===== src/rtl/ps2_pkg.sv =====
// Shared PS/2 receive definitions: Set-2 scancodes, frame FSM states and
// the frame parity helper.
package ps2_pkg;

  localparam logic [7:0] SC_EXT   = 8'hE0;
  localparam logic [7:0] SC_BRK   = 8'hF0;

  localparam logic [7:0] SC_P1_UP    = 8'h1D;  // W
  localparam logic [7:0] SC_P1_DOWN  = 8'h1B;  // S
  localparam logic [7:0] SC_P1_LEFT  = 8'h1C;  // A
  localparam logic [7:0] SC_P1_RIGHT = 8'h23;  // D
  localparam logic [7:0] SC_P1_FIRE  = 8'h29;  // Space
  localparam logic [7:0] SC_P2_UP    = 8'h75;  // E0-prefixed arrows
  localparam logic [7:0] SC_P2_DOWN  = 8'h72;
  localparam logic [7:0] SC_P2_LEFT  = 8'h6B;
  localparam logic [7:0] SC_P2_RIGHT = 8'h74;
  localparam logic [7:0] SC_P2_FIRE  = 8'h5A;  // Enter, main or keypad

  localparam logic [3:0] LAST_BIT = 4'd9;

  typedef enum logic [1:0] {
    ST_IDLE  = 2'd0,
    ST_SHIFT = 2'd1,
    ST_CHECK = 2'd2
  } ps2_state_t;

  // data byte plus parity bit must carry an odd number of ones
  function automatic logic odd_parity(input logic [8:0] bits);
    return ^bits;
  endfunction

endpackage


===== src/rtl/ps2_frame_rx.sv =====
// PS/2 frame receiver: pin synchroniser, falling-edge detect, 11-bit frame
// FSM and inter-edge timeout. Emits one byte per good frame.
//
// state    | meaning
// ST_IDLE  | waiting for a start bit (data 0 on a falling edge)
// ST_SHIFT | collecting data[7:0], parity and stop, LSB first
// ST_CHECK | one-cycle turnaround after the verdict, then back to idle
module ps2_frame_rx
  import ps2_pkg::*;
#(
  parameter int TIMEOUT_CYCLES = 5000
) (
  input  logic       clk,
  input  logic       rst,
  input  logic       i_ps2_clk,
  input  logic       i_ps2_dat,
  output logic [7:0] o_code,
  output logic       o_code_valid,
  output logic       o_frame_err
);

  localparam int TW = (TIMEOUT_CYCLES > 2) ? $clog2(TIMEOUT_CYCLES) : 1;
  localparam logic [TW-1:0] TMO_LAST = TW'(TIMEOUT_CYCLES - 1);
  localparam logic [TW-1:0] TMO_MAX  = '1;

  logic clk_meta, clk_sync, clk_hist;
  logic dat_meta, dat_sync;
  logic fall;

  ps2_state_t    state;
  logic [3:0]    bit_cnt;
  logic [8:0]    shreg;
  logic [TW-1:0] tmo_cnt;
  logic          good;

  // Lines idle high, so the flops reset high to avoid a phantom edge.
  always_ff @(posedge clk) begin
    if (rst) begin
      clk_meta <= 1'b1;
      clk_sync <= 1'b1;
      clk_hist <= 1'b1;
      dat_meta <= 1'b1;
      dat_sync <= 1'b1;
    end else begin
      clk_meta <= i_ps2_clk;
      clk_sync <= clk_meta;
      clk_hist <= clk_sync;
      dat_meta <= i_ps2_dat;
      dat_sync <= dat_meta;
    end
  end

  assign fall = clk_hist & ~clk_sync;

  // On the stop-bit edge the stop bit is still live on dat_sync.
  assign good = odd_parity(shreg) & dat_sync;

  always_ff @(posedge clk) begin
    if (rst) begin
      state        <= ST_IDLE;
      bit_cnt      <= 4'd0;
      shreg        <= 9'd0;
      tmo_cnt      <= '0;
      o_code       <= 8'd0;
      o_code_valid <= 1'b0;
      o_frame_err  <= 1'b0;
    end else begin
      o_code_valid <= 1'b0;
      o_frame_err  <= 1'b0;
      case (state)
        ST_IDLE: begin
          tmo_cnt <= '0;
          if (fall && !dat_sync) begin
            state   <= ST_SHIFT;
            bit_cnt <= 4'd0;
          end
        end
        ST_SHIFT: begin
          if (fall) begin
            tmo_cnt <= '0;
            if (bit_cnt == LAST_BIT) begin
              // verdict registered here so the pulse coincides with CHECK
              state <= ST_CHECK;
              if (good) begin
                o_code       <= shreg[7:0];
                o_code_valid <= 1'b1;
              end else begin
                o_frame_err <= 1'b1;
              end
            end else begin
              shreg   <= {dat_sync, shreg[8:1]};
              bit_cnt <= bit_cnt + 4'd1;
            end
          end else if (tmo_cnt == TMO_LAST) begin
            o_frame_err <= 1'b1;
            tmo_cnt     <= '0;
            state       <= ST_IDLE;
          end else if (tmo_cnt != TMO_MAX) begin
            tmo_cnt <= tmo_cnt + 1'b1;
          end
        end
        ST_CHECK: begin
          tmo_cnt <= '0;
          state   <= ST_IDLE;
        end
        default: begin
          tmo_cnt <= '0;
          state   <= ST_IDLE;
        end
      endcase
    end
  end

endmodule


===== src/rtl/ps2_key_rx.sv =====
// PS/2 keyboard to tank-player controls: receives Set-2 scancodes and keeps
// ten independent held-key levels from make/break codes.
module ps2_key_rx
  import ps2_pkg::*;
#(
  parameter int TIMEOUT_CYCLES = 5000
) (
  input  logic       clk,
  input  logic       rst,
  input  logic       i_ps2_clk,
  input  logic       i_ps2_dat,
  output logic [7:0] o_code,
  output logic       o_code_valid,
  output logic       o_frame_err,
  output logic       o_p1_up,
  output logic       o_p1_down,
  output logic       o_p1_left,
  output logic       o_p1_right,
  output logic       o_p1_fire,
  output logic       o_p2_up,
  output logic       o_p2_down,
  output logic       o_p2_left,
  output logic       o_p2_right,
  output logic       o_p2_fire
);

  logic ext;
  logic brk;
  logic make;

  ps2_frame_rx #(
    .TIMEOUT_CYCLES(TIMEOUT_CYCLES)
  ) u_frame_rx (
    .clk         (clk),
    .rst         (rst),
    .i_ps2_clk   (i_ps2_clk),
    .i_ps2_dat   (i_ps2_dat),
    .o_code      (o_code),
    .o_code_valid(o_code_valid),
    .o_frame_err (o_frame_err)
  );

  assign make = ~brk;

  always_ff @(posedge clk) begin
    if (rst) begin
      ext        <= 1'b0;
      brk        <= 1'b0;
      o_p1_up    <= 1'b0;
      o_p1_down  <= 1'b0;
      o_p1_left  <= 1'b0;
      o_p1_right <= 1'b0;
      o_p1_fire  <= 1'b0;
      o_p2_up    <= 1'b0;
      o_p2_down  <= 1'b0;
      o_p2_left  <= 1'b0;
      o_p2_right <= 1'b0;
      o_p2_fire  <= 1'b0;
    end else if (o_frame_err) begin
      ext <= 1'b0;
      brk <= 1'b0;
    end else if (o_code_valid) begin
      // prefixes accumulate in any order; F0 E0 still decodes as extended break
      if (o_code == SC_EXT) begin
        ext <= 1'b1;
      end else if (o_code == SC_BRK) begin
        brk <= 1'b1;
      end else begin
        ext <= 1'b0;
        brk <= 1'b0;
        if (!ext) begin
          case (o_code)
            SC_P1_UP:    o_p1_up    <= make;
            SC_P1_DOWN:  o_p1_down  <= make;
            SC_P1_LEFT:  o_p1_left  <= make;
            SC_P1_RIGHT: o_p1_right <= make;
            SC_P1_FIRE:  o_p1_fire  <= make;
            default: ;
          endcase
        end else begin
          case (o_code)
            SC_P2_UP:    o_p2_up    <= make;
            SC_P2_DOWN:  o_p2_down  <= make;
            SC_P2_LEFT:  o_p2_left  <= make;
            SC_P2_RIGHT: o_p2_right <= make;
            default: ;
          endcase
        end
        if (o_code == SC_P2_FIRE) begin
          o_p2_fire <= make;
        end
      end
    end
  end

endmodule

===== config.mk =====
export PLATFORM = sky130hd
export DESIGN_NAME = ps2_key_rx
export DESIGN_NICKNAME = d
export VERILOG_FILES = /design/src/rtl/ps2_pkg.sv /design/src/rtl/ps2_frame_rx.sv /design/src/rtl/ps2_key_rx.sv
export SDC_FILE = /design/constraint.sdc
export NUM_CORES = 1
export LEC_CHECK = 0
export CAP_MARGIN = 20
export CELL_PAD_IN_SITES_DETAIL_PLACEMENT = 2
export CELL_PAD_IN_SITES_GLOBAL_PLACEMENT = 2
export CORE_ASPECT_RATIO = 2
export CORE_MARGIN = 2
export CORE_UTILIZATION = 35
export CTS_CLUSTER_DIAMETER = 120
export DETAILED_ROUTE_END_ITERATION = 8
export GPL_TIMING_DRIVEN = 0
export HOLD_SLACK_MARGIN = 0.05
export PLACE_DENSITY_LB_ADDON = 0.1
export SYNTH_ARGS = -nofsm -noshare
export SYNTH_HDL_FRONTEND = slang
export SYNTH_SLANG_ARGS = --single-unit

===== constraint.sdc =====
create_clock -name clk -period 2.1 [get_ports clk]
set_input_delay 0.21 -clock clk [delete_from_list [all_inputs] [get_ports clk]]
set_output_delay 0.21 -clock clk [all_outputs]
set_load 0.05 [all_outputs]

**Run 1: local utilization**

Scale: 3 px per µm. 6 x 12 tiles, from black (low) to pale yellow (high), 0 to 100% covered.
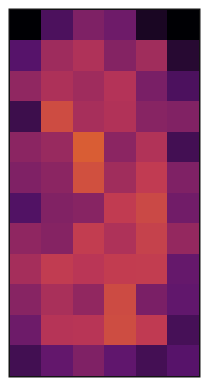
mean over tiles	37%
emptiest ninth of the die	north-east
fullest tile	61%
nearly empty tiles	2.8%
utilization after layout: 43.3%
Starting Density: 35.7%
floorplan core area: 6830 µm²

**Run 1: zoomed window**

Window x 19 to 44, y 48 to 73 µm. Cells in grey, sequential cells in the stronger grey; small squares are vias.
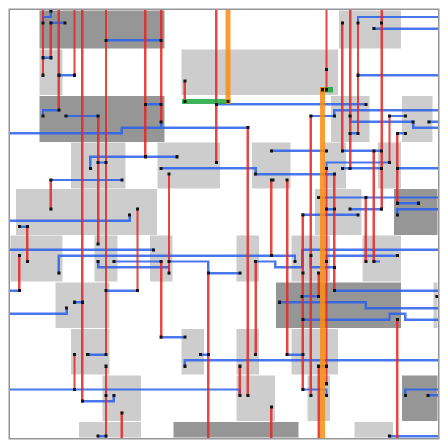
layer	colour
metal 1	blue
metal 3	green
metal 2	red
metal 4	orange
most frequent	nor2_1 (4), clkbuf_1 (4), nand2b_1 (4)
sequential cells in the window	3
netlist names of flops here include	`u_frame_rx.shreg` (2), `u_frame_rx.o_frame_err` (1)
cells with their middle in the window	29

**Run 1: placement by cell class**

Scale: 4 px per µm. Fill, decap, tap and diode cells in grey.
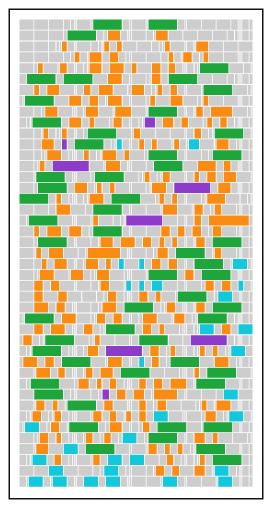
class	colour	cells
other buffers and delay cells	cyan	32
flops	green	55
combinational and other logic	orange	200
clock drivers and dummy loads	purple	8

==> results.sh, run 1 <==
# yosys + openroad results
export IMPL_hold_path_cell_count=1
export IMPL_diodes=0
export IMPL_met3_length_um=107
export IMPL_data_arrival_time_at_the_worst_slack_endpoint_ns=2.19
export IMPL_totalPowerFinal_mw=1.90
export IMPL_io_buffer_count=23
export IMPL_registers_top_by_ff_count="u_frame_rx.tmo_cnt"
export IMPL_timing_critical_path_fanout_max=6
export IMPL_path_clk_slew_ns=0.07
export IMPL_timing_critical_path_from="u_frame_rx.tmo_cnt[3]"
export IMPL_final_setup_skew_ns=0.00297
export IMPL_crit_path_max_delay_cell_type="sky130_fd_sc_hd__or4_4"
export IMPL_critical_path_cell_chain="or4b_1 > or4_4 > o21a_1 > a21oi_1 > nor3_1"
export IMPL_dpl_cell_area_um2=2780
export IMPL_timing_critical_path_buf_inv=0
export IMPL_max_cap_viol_count=0
export IMPL_detail_route_first_pass_iterations=4
export IMPL_areaGrowthSynthToFinish_pct=21.3
export IMPL_postSynthCellCount=266
export IMPL_cp_data_required_time_ns=2.26
export IMPL_grt_use_met3_pct=3.23
export IMPL_cts_sinks=55
export IMPL_internal_pwr_total_mw=1.51
export IMPL_tritoncts_num_buffers=5
export IMPL_slowest_delay_ns=0.57
export IMPL_number_of_standard_cells_reported_by_yosys=266
export IMPL_drt_antenna_violating_nets=0
export IMPL_met2_wl_mm=3.33
export IMPL_groute_usage_overall_pct=17.6
export IMPL_synth_flops=55
export IMPL_ff2ff_setup_slack_ns=0.07
export IMPL_combinationalPowerShare_pct=2.0
export IMPL_post_route_cells_drive_above_1_share_pct=7.46
export IMPL_final_setup_violation_count=0
export IMPL_worstSkewPairLatency_ns=0.29
export IMPL_dp_slack_ns=-0.263
export IMPL_cellLeakagePower_nw=1.00
export IMPL_ioPinCount=24
export IMPL_via_per_inst=5.23
export IMPL_ctsLongestPathBuffers=2
export IMPL_critical_path_end="u_frame_rx.state[0]"
export IMPL_global_route_peak_usage_layer="met2"
export IMPL_min_delay_start="u_frame_rx.clk_meta"
export IMPL_finalWorstPathRequiredPeriod_ns=2.03
export IMPL_grt_use_met2_pct=31.6
export IMPL_place_inst=379
export IMPL_timing_hold_violations_final=0
export IMPL_place_gp_congestion=0.778
export IMPL_min_delay_path_class="register to register"
export IMPL_wl_per_cell_um=16.3
export IMPL_power_per_cell_area_nw_per_um2=644
export IMPL_setup_repair_after_global_routing_missed_its_margin="false"
export IMPL_design_area_um2=2960
export IMPL_timing_critical_path_to_type="register"
export IMPL_cts_htree_levels=2
export IMPL_synthesis_area_um2=2440
export IMPL_most_used_logic_cell_in_the_final_layout="sky130_fd_sc_hd__dfxtp_1"
export IMPL_path_depth=5
export IMPL_nets=301
export IMPL_dpl_hpwl_mm=4.68
export IMPL_maxSlewViolCount=0
export IMPL_post_route_worst_hold_slack_ns=0.427
export IMPL_run_status="complete, no violations"
export IMPL_grt_max_degree=17
export IMPL_irDropWorstVdd_v=0.000565
export IMPL_cts_root_buf="sky130_fd_sc_hd__clkbuf_16"
export IMPL_reg2reg_depth=5
export IMPL_largest_reg_flops=13
export IMPL_layout_top_cells="sky130_fd_sc_hd__dfxtp_1, sky130_fd_sc_hd__nor2_1, sky130_fd_sc_hd__clkdlybuf4s50_1, sky130_fd_sc_hd__nand2b_1, sky130_fd_sc_hd__mux2i_1"
export IMPL_route_vias_total=2012
export IMPL_count_of_buffers_added_by_post_cts_timing_repair_for_setup=0
export IMPL_post_synth_num_cell_types=40
export IMPL_synth_warning_count=0
export IMPL_drt_iter0_markers=49
export IMPL_finish_cell_count_without_fillers=385
export IMPL_path_delay_family="simple AND/OR/NAND/NOR gates"
export IMPL_yosys_area_um2=2440
export IMPL_ys_flop_type="sky130_fd_sc_hd__dfxtp_1"
export IMPL_tritoncts="built"
export IMPL_syn_mean_instance_area_um2=9.16
export IMPL_seq_power_share_pct=55.2
export IMPL_hold_buffers=0
export IMPL_die_area_um2=7680
export IMPL_asyncSetResetFlopFracSynth_pct=0
export IMPL_largest_registers="u_frame_rx.tmo_cnt x13, u_frame_rx.shreg x9, u_frame_rx.o_code x8"
export IMPL_postSynthNetCount=273
export IMPL_layout_setup_ws_ns=0.0706
export IMPL_power_clock_fraction_pct=42.8
export IMPL_switching_power_uw=397
-- run 1: power groups by stage --
stage	clock network, mW	logic (mW)	registers, mW
detailed placement	0	0.0385	1.07
CTS	0.836	0.0401	1.05
floorplan	0	0.0238	1.07
finish	0.813	0.0387	1.05
global placement	0	0.0372	1.07
global route	0.880	0.0430	1.05
-- run 1: worst reg2reg max path, delay by kind of cell, from the launching register on --
family,cells,cell delay [ns]
flip-flops,1,0.36
AND/OR/NAND/NOR,3,1.16
AND-OR/OR-AND,2,0.38
-- run 1: cell type report --
| class | count | area, µm² |
|---|---|---|
| fillers | 792 | 3880 |
| multi-input cells | 196 | 1310 |
| flip-flops and latches | 55 | 1100 |
| repair buffers | 23 | 230 |
| clock buffers | 6 | 129 |
| well taps | 90 | 113 |
| plain buffers | 9 | 41.3 |
| inverters | 4 | 15.0 |
| clock inverters | 2 | 12.5 |
-- run 1: synth_stat cells, drive strengths merged (2+ instances only) --
master	n	area [µm²]
a31oi	2	12.5
and4	2	18.8
a2111oi	3	32.5
and3b	2	17.5
dfxtp	55	1100
nor2	39	146
o21ai	4	20.0
nand2b	20	125
or4b	2	20.0
nor2b	5	31.3
xor2	6	52.6
xnor2	11	96.3
clkbuf	8	30.0
inv	4	15.0
nor4	4	25.0
nor3	10	50.1
or2	6	37.5
mux2i	20	200
and2	2	12.5
nand3	9	45.0
a21oi	10	50.1
nand4	3	18.8
or4	3	22.5
ha	3	37.5
a41oi	2	17.5
a211oi	5	37.5
buf	3	13.8
nand2	10	37.5
or3	5	31.3
-- run 1: logic make-up (layout without fill, tap and decap cells) --
kind of cell	after synthesis	after routing	synth area share, %
mux	20	20	8.22
flops	55	55	45.2
buf+inv	15	44	2.41
simple gates	126	126	27.5
fa+ha+maj	3	3	1.54
xor+xnor	18	18	7.04
compound gates	29	29	8.06
==> run 2: changes to the inputs <==
REMOVE_ABC_BUFFERS = 1   (was default)
clock period = 2.2 ns   (was 2.1 ns; I/O delays follow)
==> run 2 against run 1 <==
Net effect: setup slack gained 0.088 ns; core utilization decreased by 0.86 points; flip-flop count stayed put; first-iteration DRC count rose by 27%; design area shrank 2.0%; die size unchanged; routed wire length decreased by 7.5%; register-to-register slack better by 0.09 ns; power down 4.6%; synthesized cell count stayed put; critical endpoint unchanged; largest power group unchanged.
==> results.sh, run 2 <==
# yosys + openroad results
export IMPL_cts_root_buf="sky130_fd_sc_hd__clkbuf_16"
export IMPL_drt_antenna_violating_nets=0
export IMPL_most_used_logic_cell_in_the_final_layout="sky130_fd_sc_hd__dfxtp_1"
export IMPL_detail_route_first_pass_iterations=4
export IMPL_largest_registers="u_frame_rx.tmo_cnt x13, u_frame_rx.shreg x9, u_frame_rx.o_code x8"
export IMPL_power_per_cell_area_nw_per_um2=626
export IMPL_synth_warning_count=0
export IMPL_route_vias_total=1947
export IMPL_syn_mean_instance_area_um2=9.16
export IMPL_grt_max_degree=50
export IMPL_slowest_delay_ns=0.59
export IMPL_timing_hold_violations_final=0
export IMPL_drc_errors=0
export IMPL_run_status="complete, no violations"
export IMPL_asyncSetResetFlopFracSynth_pct=0
export IMPL_critical_path_cell_chain="or4b_1 > or4_1 > o21a_1 > a21oi_1 > nor3_1"
export IMPL_netlist_area_leader_share_pct=45.2
export IMPL_finalCoreUtilization_pct=42.4
export IMPL_netlist_top_cell_by_area="sky130_fd_sc_hd__dfxtp_1"
export IMPL_crit_path_max_delay_cell_type="sky130_fd_sc_hd__or4_1"
export IMPL_layout_top_cells="sky130_fd_sc_hd__dfxtp_1, sky130_fd_sc_hd__nor2_1, sky130_fd_sc_hd__clkdlybuf4s50_1, sky130_fd_sc_hd__nand2b_1, sky130_fd_sc_hd__mux2i_1"
export IMPL_path_delay_family="simple AND/OR/NAND/NOR gates"
export IMPL_count_of_buffers_added_by_post_cts_timing_repair_for_setup=0
export IMPL_die_area_um2=7680
export IMPL_maxSlewViolCount=0
export IMPL_seq_power_share_pct=55.3
export IMPL_met2_wl_mm=3.07
export IMPL_finalWorstPathRequiredPeriod_ns=2.04
export IMPL_timing_critical_path_to_type="register"
export IMPL_hold_buffers=0
export IMPL_wl_per_cell_um=15.4
export IMPL_irDropWorstVdd_v=0.000397
export IMPL_cellLeakagePower_nw=0.959
export IMPL_place_gp_congestion=0.748
export IMPL_final_setup_skew_ns=0.00492
export IMPL_largest_reg_flops=13
export IMPL_post_route_cells_drive_above_1_share_pct=6.99
export IMPL_cp_data_required_time_ns=2.35
export IMPL_diodes=0
export IMPL_grt_use_met2_pct=28.9
export IMPL_finish_cell_count_without_fillers=376
export IMPL_pg_seq_mw=1.00
export IMPL_pg_clk_uw=779
export IMPL_max_cap_viol_count=0
export IMPL_ys_flop_type="sky130_fd_sc_hd__dfxtp_1"
export IMPL_synthesis_area_um2=2440
export IMPL_ctsLongestPathBuffers=2
export IMPL_timing_critical_path_buf_inv=0
export IMPL_setup_repair_after_global_routing_missed_its_margin="false"
export IMPL_worstSkewPairLatency_ns=0.29
export IMPL_grt_use_met3_pct=3.42
export IMPL_nets=292
export IMPL_number_of_standard_cells_reported_by_yosys=266
export IMPL_min_delay_path_class="register to register"
export IMPL_power_top_consumer="sequential cells"
export IMPL_cts_sinks=55
export IMPL_ioPinCount=24
export IMPL_tritoncts="built"
export IMPL_synth_dominant_cell_count="sky130_fd_sc_hd__dfxtp_1"
export IMPL_tritoncts_num_buffers=5
export IMPL_timing_critical_path_fanout_max=6
export IMPL_global_route_peak_usage_layer="met2"
export IMPL_power_switching_share_pct=21.0
export IMPL_dpl_hpwl_mm=4.29
export IMPL_floorplanUtilization_pct=35.7
export IMPL_finalCritPeriodShare_pct=92.8
export IMPL_met3_length_um=141
export IMPL_areaGrowthSynthToFinish_pct=18.9
export IMPL_post_synth_num_cell_types=40
export IMPL_groute_usage_overall_pct=16.6
export IMPL_comb_cell_power_uw=32.1
export IMPL_postSynthCellCount=266
export IMPL_place_inst=368
export IMPL_via_per_inst=5.18
export IMPL_ff2ff_setup_slack_ns=0.16
export IMPL_placeableCoreArea_um2=6830
export IMPL_drt_iter0_markers=62
export IMPL_cts_htree_levels=2
export IMPL_data_arrival_time_at_the_worst_slack_endpoint_ns=2.19
export IMPL_yosys_top_cells_count="sky130_fd_sc_hd__dfxtp_1, sky130_fd_sc_hd__nor2_1, sky130_fd_sc_hd__mux2i_1, sky130_fd_sc_hd__nand2b_1, sky130_fd_sc_hd__xnor2_1"
export IMPL_synth_flops=55
export IMPL_core_rowCount=43
export IMPL_registers_top_by_ff_count="u_frame_rx.tmo_cnt"
export IMPL_path_clk_slew_ns=0.07
export IMPL_first_global_vias=2061
export IMPL_yosys_area_um2=2440
export IMPL_io_buffer_count=23
export IMPL_final_setup_violation_count=0
export IMPL_switching_power_uw=381
export IMPL_synth_top_cells_by_area="sky130_fd_sc_hd__dfxtp_1, sky130_fd_sc_hd__mux2i_1, sky130_fd_sc_hd__nor2_1"
export IMPL_internal_pwr_total_mw=1.43
export IMPL_power_clock_fraction_pct=43.0
export IMPL_combinationalPowerShare_pct=1.8
-- run 2: stage by stage --
stage                     TNS [ns]  cell area [µm²]  power (mW)  setup WS [ns]  hold slack [ns]
after floorplan                  0             2390        1.04          0.194            0.289
after global placement       -6.70             2740        1.06         -0.536            0.394
after detailed placement         0             2730        1.06         0.0164            0.399
after CTS                        0             2880        1.85         0.0430            0.416
after global routing             0             2900        1.89        0.00177            0.429
final                            0             2900        1.81          0.158            0.412
-- run 2: worst register-to-register path: cells and delay by family (launching register included) --
kind / cells / cell delay (ns)
compound gates: 2 / 0.37
simple gates: 3 / 1.17
flops: 1 / 0.37
-- run 2: kinds of logic after synthesis --
logic type / after synthesis / share of synthesized area (%)
compound gates: 29 / 8.06
mux: 20 / 8.22
xor+xnor: 18 / 7.04
simple gates: 126 / 27.5
buf+inv: 15 / 2.41
flops: 55 / 45.2
fa+ha+maj: 3 / 1.54
-- run 2: repair_timing --
item,in CTS,in global routing
cloned,0,0
gates resized,1,3
hold endpoints to repair,0,0
endpoints found under the setup margin,1,11
-- run 2: final timing paths --
check                        start                   to  depth (start not counted)
min reg2reg    u_frame_rx.clk_meta  u_frame_rx.clk_sync                          1
max reg2reg  u_frame_rx.tmo_cnt[3]  u_frame_rx.state[0]                          5
max          u_frame_rx.tmo_cnt[3]  u_frame_rx.state[0]                          5
min            u_frame_rx.clk_meta  u_frame_rx.clk_sync                          1
-- run 2: area by class of cell --
type                       instances  area, µm²
tap                               90        113
clock buffer                       5        125
fill                             789       3940
clock inverter                     3       20.0
timing repair buffer              23        225
multi-input combinational        196       1300
sequential                        55       1100
inverter                           4       15.0
**Run 2: clock wires, drivers and flops**

Scale: 6 px per µm.
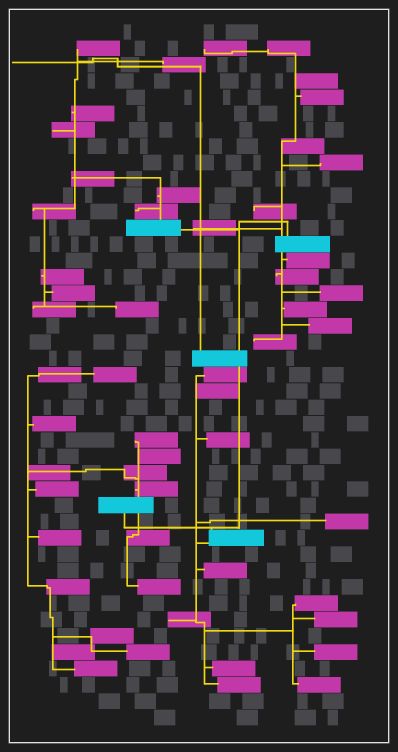
[clock drivers] cyan | count: 5
[flip-flops] magenta | count: 55
[clock wires] yellow | length: 698 µm
flops lie	spread over the die

**Run 2: local utilization**

Scale: 3 px per µm. 6 x 12 tiles, from black (low) to pale yellow (high), 0 to 100% covered.
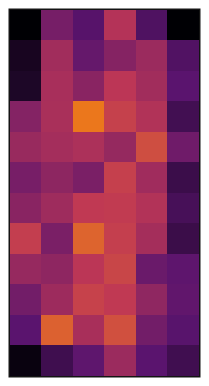
fullest tile	69%
mean over tiles	36%
nearly empty tiles	2.8%

Power is estimated from default activity; no workload was simulated.
